[src/rtl/ex_mem_latch_if.sv]
`default_nettype none
// ============================================================================
// Module      : ex_mem_latch_if
// Description : EX->MEM pipeline register bus (EX inputs, MEM-side outputs).
// Revision    : 1.0
// ============================================================================
interface ex_mem_latch_if;
  logic [15:0] exmemi_instr;
  logic [15:0] exmemi_pc;
  logic [15:0] exmemi_data;
  logic [3:0]  exmemi_wreg_addr;
  logic [15:0] exmemi_write_to_mem_data;
  logic [1:0]  exmemi_rwe;
  logic        exmemi_stall;
  logic        exmemi_flush;
  logic        exmemi_uart_writeable;
  logic        exmemi_uart_data_ready;

  logic [15:0] exmemo_instr;
  logic [15:0] exmemo_pc;
  logic [15:0] exmemo_data;
  logic [3:0]  exmemo_wreg_addr;
  logic [15:0] exmemo_write_to_mem_data;
  logic [1:0]  exmemo_rwe;
  logic        exmemo_stall_req;

  modport slave (
    input  exmemi_instr, exmemi_pc, exmemi_data, exmemi_wreg_addr,
           exmemi_write_to_mem_data, exmemi_rwe, exmemi_stall, exmemi_flush,
           exmemi_uart_writeable, exmemi_uart_data_ready,
    output exmemo_instr, exmemo_pc, exmemo_data, exmemo_wreg_addr,
           exmemo_write_to_mem_data, exmemo_rwe, exmemo_stall_req
  );

  modport master (
    output exmemi_instr, exmemi_pc, exmemi_data, exmemi_wreg_addr,
           exmemi_write_to_mem_data, exmemi_rwe, exmemi_stall, exmemi_flush,
           exmemi_uart_writeable, exmemi_uart_data_ready,
    input  exmemo_instr, exmemo_pc, exmemo_data, exmemo_wreg_addr,
           exmemo_write_to_mem_data, exmemo_rwe, exmemo_stall_req
  );
endinterface
`default_nettype wire

[src/rtl/ex_mem_latch.sv]
`default_nettype none
// ============================================================================
// Module      : ex_mem_latch
// Description : EX/MEM pipeline register with RAM-store stretching and UART
//               store holding. Option macro: EXMEM_UART_READ_WAIT_EN.
// Revision    : 1.0
// ============================================================================
module ex_mem_latch #(
  parameter int unsigned WR_CYCLES = 2,
  parameter logic [15:0] NOP_INSTR = 16'h0800
) (
  input  wire logic       exmemi_clk,
  input  wire logic       exmemi_rst,
  ex_mem_latch_if.slave   bus
);

  localparam logic [1:0]  C_RWE_NOP        = 2'b00;
  localparam logic [1:0]  C_RWE_READ_MEM   = 2'b01;
  localparam logic [1:0]  C_RWE_WRITE_MEM  = 2'b10;
  localparam logic [15:0] C_ADDR_SERIAL    = 16'hBF00;
  localparam logic [3:0]  C_WR             = 4'(WR_CYCLES);

  typedef enum logic [1:0] {
    ST_PASS      = 2'd0,
    ST_WR_HOLD   = 2'd1,
    ST_UART_WAIT = 2'd2
  } state_t;

  state_t      state_q, state_d;
  logic [3:0]  count_q, count_d;
  logic        flush_pend_q, flush_pend_d;
  logic [15:0] instr_q, instr_d;
  logic [15:0] pc_q, pc_d;
  logic [15:0] data_q, data_d;
  logic [3:0]  wreg_q, wreg_d;
  logic [15:0] wdata_q, wdata_d;
  logic [1:0]  rwe_q, rwe_d;

  logic        uart_ready;
  logic        stall_req;
  logic [1:0]  rwe_out;
  logic        ex_serial;

  assign ex_serial = (bus.exmemi_data == C_ADDR_SERIAL);

  // Output side: depends only on state, count and the UART flags.
  always_comb begin
    uart_ready = bus.exmemi_uart_writeable;
`ifdef EXMEM_UART_READ_WAIT_EN
    if (rwe_q == C_RWE_READ_MEM) uart_ready = bus.exmemi_uart_data_ready;
`endif
    stall_req = 1'b0;
    rwe_out   = rwe_q;
    case (state_q)
      ST_WR_HOLD: begin
        stall_req = (count_q < C_WR);
        rwe_out   = C_RWE_WRITE_MEM;
      end
      ST_UART_WAIT: begin
        stall_req = ~uart_ready;
        rwe_out   = uart_ready ? rwe_q : C_RWE_NOP;
      end
      default: ;
    endcase
  end

  always_comb begin
    state_d      = state_q;
    count_d      = count_q;
    flush_pend_d = flush_pend_q;
    instr_d      = instr_q;
    pc_d         = pc_q;
    data_d       = data_q;
    wreg_d       = wreg_q;
    wdata_d      = wdata_q;
    rwe_d        = rwe_q;
    if (stall_req) begin
      // A held store is never killed; a flush seen now bubbles the EX op later.
      if (bus.exmemi_flush) flush_pend_d = 1'b1;
      if (state_q == ST_WR_HOLD) count_d = count_q + 4'd1;
    end else begin
      state_d = ST_PASS;
      count_d = 4'd0;
      if (bus.exmemi_flush || flush_pend_q) begin
        instr_d      = NOP_INSTR;
        pc_d         = bus.exmemi_pc;
        data_d       = 16'h0000;
        wreg_d       = 4'h0;
        wdata_d      = 16'h0000;
        rwe_d        = C_RWE_NOP;
        flush_pend_d = 1'b0;
      end else if (!bus.exmemi_stall) begin
        instr_d = bus.exmemi_instr;
        pc_d    = bus.exmemi_pc;
        data_d  = bus.exmemi_data;
        wreg_d  = bus.exmemi_wreg_addr;
        wdata_d = bus.exmemi_write_to_mem_data;
        rwe_d   = bus.exmemi_rwe;
        if (bus.exmemi_rwe == C_RWE_WRITE_MEM && ex_serial) begin
          state_d = ST_UART_WAIT;
        end else if (bus.exmemi_rwe == C_RWE_WRITE_MEM && C_WR > 4'd1) begin
          state_d = ST_WR_HOLD;
          count_d = 4'd1;
        end
`ifdef EXMEM_UART_READ_WAIT_EN
        else if (bus.exmemi_rwe == C_RWE_READ_MEM && ex_serial) begin
          state_d = ST_UART_WAIT;
        end
`endif
      end
    end
  end

  always_ff @(posedge exmemi_clk or posedge exmemi_rst) begin
    if (exmemi_rst) begin
      state_q      <= ST_PASS;
      count_q      <= 4'd0;
      flush_pend_q <= 1'b0;
      instr_q      <= NOP_INSTR;
      pc_q         <= 16'h0000;
      data_q       <= 16'h0000;
      wreg_q       <= 4'h0;
      wdata_q      <= 16'h0000;
      rwe_q        <= C_RWE_NOP;
    end else begin
      state_q      <= state_d;
      count_q      <= count_d;
      flush_pend_q <= flush_pend_d;
      instr_q      <= instr_d;
      pc_q         <= pc_d;
      data_q       <= data_d;
      wreg_q       <= wreg_d;
      wdata_q      <= wdata_d;
      rwe_q        <= rwe_d;
    end
  end

  assign bus.exmemo_instr             = instr_q;
  assign bus.exmemo_pc                = pc_q;
  assign bus.exmemo_data              = data_q;
  assign bus.exmemo_wreg_addr         = wreg_q;
  assign bus.exmemo_write_to_mem_data = wdata_q;
  assign bus.exmemo_rwe               = rwe_out;
  assign bus.exmemo_stall_req         = stall_req;

endmodule
`default_nettype wire

[src/flat_wrapper.sv]
// flat-port wrapper written by rule: the top's interface ports become plain ports
module ex_mem_latch_flat 
#(
  parameter int unsigned WR_CYCLES = 2,
  parameter logic [15:0] NOP_INSTR = 16'h0800
)
  (exmemi_clk, exmemi_rst, bus_exmemi_instr, bus_exmemi_pc, bus_exmemi_data, bus_exmemi_wreg_addr, bus_exmemi_write_to_mem_data, bus_exmemi_rwe, bus_exmemi_stall, bus_exmemi_flush, bus_exmemi_uart_writeable, bus_exmemi_uart_data_ready, bus_exmemo_instr, bus_exmemo_pc, bus_exmemo_data, bus_exmemo_wreg_addr, bus_exmemo_write_to_mem_data, bus_exmemo_rwe, bus_exmemo_stall_req);
  ex_mem_latch_if bus_i ();
  input  wire logic exmemi_clk;
  input  wire logic exmemi_rst;
  input wire logic [$bits(bus_i.exmemi_instr)-1:0] bus_exmemi_instr;
  input wire logic [$bits(bus_i.exmemi_pc)-1:0] bus_exmemi_pc;
  input wire logic [$bits(bus_i.exmemi_data)-1:0] bus_exmemi_data;
  input wire logic [$bits(bus_i.exmemi_wreg_addr)-1:0] bus_exmemi_wreg_addr;
  input wire logic [$bits(bus_i.exmemi_write_to_mem_data)-1:0] bus_exmemi_write_to_mem_data;
  input wire logic [$bits(bus_i.exmemi_rwe)-1:0] bus_exmemi_rwe;
  input wire logic [$bits(bus_i.exmemi_stall)-1:0] bus_exmemi_stall;
  input wire logic [$bits(bus_i.exmemi_flush)-1:0] bus_exmemi_flush;
  input wire logic [$bits(bus_i.exmemi_uart_writeable)-1:0] bus_exmemi_uart_writeable;
  input wire logic [$bits(bus_i.exmemi_uart_data_ready)-1:0] bus_exmemi_uart_data_ready;
  output wire logic [$bits(bus_i.exmemo_instr)-1:0] bus_exmemo_instr;
  output wire logic [$bits(bus_i.exmemo_pc)-1:0] bus_exmemo_pc;
  output wire logic [$bits(bus_i.exmemo_data)-1:0] bus_exmemo_data;
  output wire logic [$bits(bus_i.exmemo_wreg_addr)-1:0] bus_exmemo_wreg_addr;
  output wire logic [$bits(bus_i.exmemo_write_to_mem_data)-1:0] bus_exmemo_write_to_mem_data;
  output wire logic [$bits(bus_i.exmemo_rwe)-1:0] bus_exmemo_rwe;
  output wire logic [$bits(bus_i.exmemo_stall_req)-1:0] bus_exmemo_stall_req;
  assign bus_i.exmemi_instr = bus_exmemi_instr;
  assign bus_i.exmemi_pc = bus_exmemi_pc;
  assign bus_i.exmemi_data = bus_exmemi_data;
  assign bus_i.exmemi_wreg_addr = bus_exmemi_wreg_addr;
  assign bus_i.exmemi_write_to_mem_data = bus_exmemi_write_to_mem_data;
  assign bus_i.exmemi_rwe = bus_exmemi_rwe;
  assign bus_i.exmemi_stall = bus_exmemi_stall;
  assign bus_i.exmemi_flush = bus_exmemi_flush;
  assign bus_i.exmemi_uart_writeable = bus_exmemi_uart_writeable;
  assign bus_i.exmemi_uart_data_ready = bus_exmemi_uart_data_ready;
  assign bus_exmemo_instr = bus_i.exmemo_instr;
  assign bus_exmemo_pc = bus_i.exmemo_pc;
  assign bus_exmemo_data = bus_i.exmemo_data;
  assign bus_exmemo_wreg_addr = bus_i.exmemo_wreg_addr;
  assign bus_exmemo_write_to_mem_data = bus_i.exmemo_write_to_mem_data;
  assign bus_exmemo_rwe = bus_i.exmemo_rwe;
  assign bus_exmemo_stall_req = bus_i.exmemo_stall_req;
  ex_mem_latch #(.WR_CYCLES(WR_CYCLES), .NOP_INSTR(NOP_INSTR)) u_core (.exmemi_clk(exmemi_clk), .exmemi_rst(exmemi_rst), .bus(bus_i));
endmodule
[config.mk]
export PLATFORM = sky130hd
export DESIGN_NAME = ex_mem_latch_flat
export DESIGN_NICKNAME = d
export VERILOG_FILES = /design/src/rtl/ex_mem_latch_if.sv /design/src/rtl/ex_mem_latch.sv /design/src/flat_wrapper.sv
export SDC_FILE = /design/constraint.sdc
export NUM_CORES = 1
export LEC_CHECK = 0
export CORE_MARGIN = 2
export CORE_UTILIZATION = 30
export DETAILED_ROUTE_END_ITERATION = 8
export GPL_ROUTABILITY_DRIVEN = 0
export MAX_ROUTING_LAYER = met4
export PLACE_DENSITY = 0.74
export SYNTH_ARGS = -nofsm -noshare
export SYNTH_HDL_FRONTEND = slang
export SYNTH_SLANG_ARGS = --single-unit
[constraint.sdc]
create_clock -name exmemi_clk -period 3.7 [get_ports exmemi_clk]
set_clock_uncertainty 0.2 [all_clocks]
set_input_delay 0.555 -clock exmemi_clk [delete_from_list [all_inputs] [get_ports exmemi_clk]]
set_output_delay 0.555 -clock exmemi_clk [all_outputs]
set_load 0.02 [all_outputs]
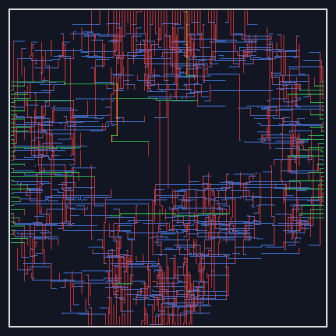
(images/metal_stack.png)
Key: green = met3 [wire length 460 um]; orange = met4 [wire length 40.1 um]; blue = met1 [wire length 3470 um]; red = met2 [wire length 3870 um]

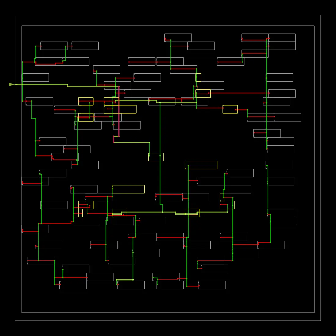
(images/final_clocks.png)
clock buffers: 12
number of flip-flops and latches: 77

==> results.txt <==
From the run reports.

- The flow ran to the end, and the final reports show no timing, DRC or antenna violations.
- The clock share of power reads 37.4%.
- The count of cell types in the netlist reads 31.
- Detailed placement finished with a half-perimeter wire length of 5710 um.
- The routed length on met2 is 3867 um.
- TritonCTS built the clock tree.
- The category of the critical setup timing path is reg -> out.
- The number of nets in the final layout is between 400 and 500.
- The synthesis report lists the most area-consuming cells as dfrtp_1, a22o_1, mux2_2, ha_1, buf_2.
- After floorplanning, the core was divided into 36 placement rows.
- In this run switching power makes up 23.42% of total power.
- The highest metal layer with signal wires is met4.
- The largest single stage delay on the critical path is 600 ps.
- The post-synthesis sequential element count is 77.
- The data arrival time of the critical path is 2390 ps.
- The wire length of the first global-routing pass reads approximately 13000 um.
- The total inserted antenna cells is 0.
- STA classifies the critical path endpoint as an output pin.
- Entering global routing, the biggest net connects 45 pins.
- The power density relative to cell area is 417.6 nW/um^2.
- In this run the horizontal extent of the chip is 104.3 um.
- The worst ir drop on vdd is around 230 uV.
- For the finished layout, the period the worst path requires is 3149 ps.
- The detailed router put a total of 3473 um of wire on met1.
- In this run, flip-flops and latches consume 45.2% of the power.
- The count of warnings emitted by yosys is 0.
- The initial antenna violation count is 0.
- The iteration count of the initial detailed-routing pass is 4.
- In the layout the commonest cells are clkdlybuf4s50_1, dfrtp_1, a22o_1.
- The biggest area consumer among synthesized cells is dfrtp_1.
- Measured along the y axis, the die boundary spans 104.3 um.
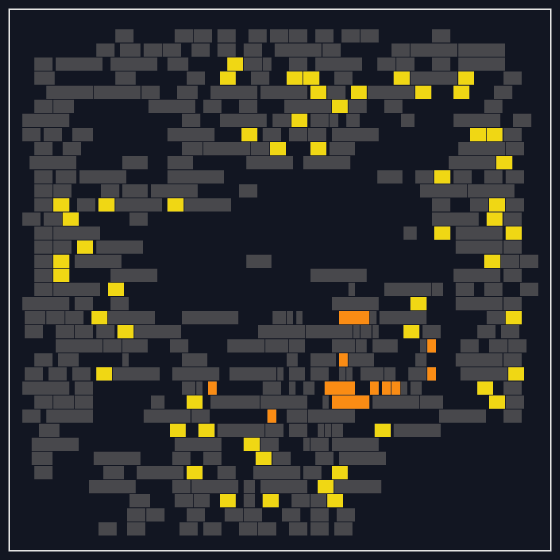
(images/gate_families.png)
Key: yellow = AND-OR and OR-AND gates [cells 53, most used a22o_1, where widely spread]; orange = inverting AOI/OAI gates [cells 11, most used a21oi_1]

registers in the layout (all words and copies together) (netlist names):
signal,flops
u_core.bus.exmemo_wreg_addr,4
u_core.bus.exmemo_instr,16
u_core.bus.exmemo_pc,16
u_core.state_q,2
u_core.flush_pend_q,1
u_core.bus.exmemo_write_to_mem_data,16
u_core.bus.exmemo_data,16
u_core.rwe_q,2
u_core.count_q,4
path summary, 6_finish.rpt:
kind / start / end / slack [ps] / cells past startpoint
worst max register to register: u_core.state_q[0]$_DFFE_PP0N_ / u_core.bus.exmemo_instr[15]$_DFFE_PP0P_ / 1120 / 7
worst min register to register: u_core.rwe_q[0]$_DFFE_PP0P_ / u_core.rwe_q[0]$_DFFE_PP0P_ / 300 / 1
worst max-delay path: u_core.state_q[0]$_DFFE_PP0N_ / bus_exmemo_stall_req / 550 / 6
min in group asynchronous: exmemi_rst / u_core.bus.exmemo_write_to_mem_data[12]$_DFFE_PP0P_ / 360 / 2
max in group asynchronous: exmemi_rst / u_core.bus.exmemo_instr[11]$_DFFE_PP1P_ / 2180 / 3
worst min-delay path: u_core.rwe_q[0]$_DFFE_PP0P_ / u_core.rwe_q[0]$_DFFE_PP0P_ / 300 / 1
cells by family (layout without fill, tap and decap cells):
group,count (synthesis),in the layout,share of synthesized area (%)
and+or+nand+nor,29,29,6.136
DFF,77,77,63.89
xor gates and xnor gates,2,2,0.5805
muxes,17,17,6.302
buffers and inverters,20,174,3.648
AOI/OAI and AO/OA,64,64,18.20
adders and majority gates,3,3,1.244
metal layers:
| layer | up-vias | global-route usage [%] |
|---|---|---|
| li1 | 1085 | - |
| met1 | 1169 | 19.45 |
| met2 | 87 | 23.95 |
| met3 | 6 | 5.138 |
| met4 | 0 | 3.185 |
| met5 | - | - |
stage by stage:
step / setup WS, ps / instance area [um^2] / total power [mW] / std cells / hold WS, ps
after floorplan: 980.0 / 3018 / 1.082 / 212 / 265.1
after global placement: 702.4 / 4622 / 1.285 / 483 / 281.8
after detailed placement: 702.3 / 4622 / 1.292 / 483 / 284.8
after CTS: 525.8 / 4862 / 2.068 / 499 / 307.6
after global routing: 434.9 / 4862 / 2.129 / 499 / 322.8
final: 550.8 / 4862 / 2.031 / 499 / 298.0
area by class of cell:
| cell class | instances | area [um^2] |
|---|---|---|
| multi-input combinational | 115 | 987.2 |
| inverter | 6 | 23.77 |
| tap | 133 | 166.4 |
| clock inverter | 4 | 95.09 |
| clock buffer | 12 | 145.1 |
| sequential | 77 | 1928 |
| timing repair buffer | 152 | 1516 |
| fill | 879 | 4912 |
Yosys cell counts:
library cell / number
or3_1: 2
a211oi_2: 1
dfrtp_1: 76
nor3_2: 1
nand2b_1: 3
buf_2: 7
o32ai_2: 1
a21oi_4: 1
dfstp_2: 1
nor2b_4: 1
nor3b_2: 1
a21oi_1: 5
nor2b_1: 2
buf_4: 3
inv_1: 6
o21ai_0: 3
nand4_1: 3
and4_1: 1
nor4bb_1: 1
a22o_1: 53
ha_1: 3
nand2_1: 4
clkbuf_1: 2
nor4b_1: 1
mux2_2: 16
mux2i_1: 1
xor2_1: 2
nor2_1: 7
nor4_1: 1
buf_6: 2
nand2_4: 1
Power and IR drop assume default switching activity.
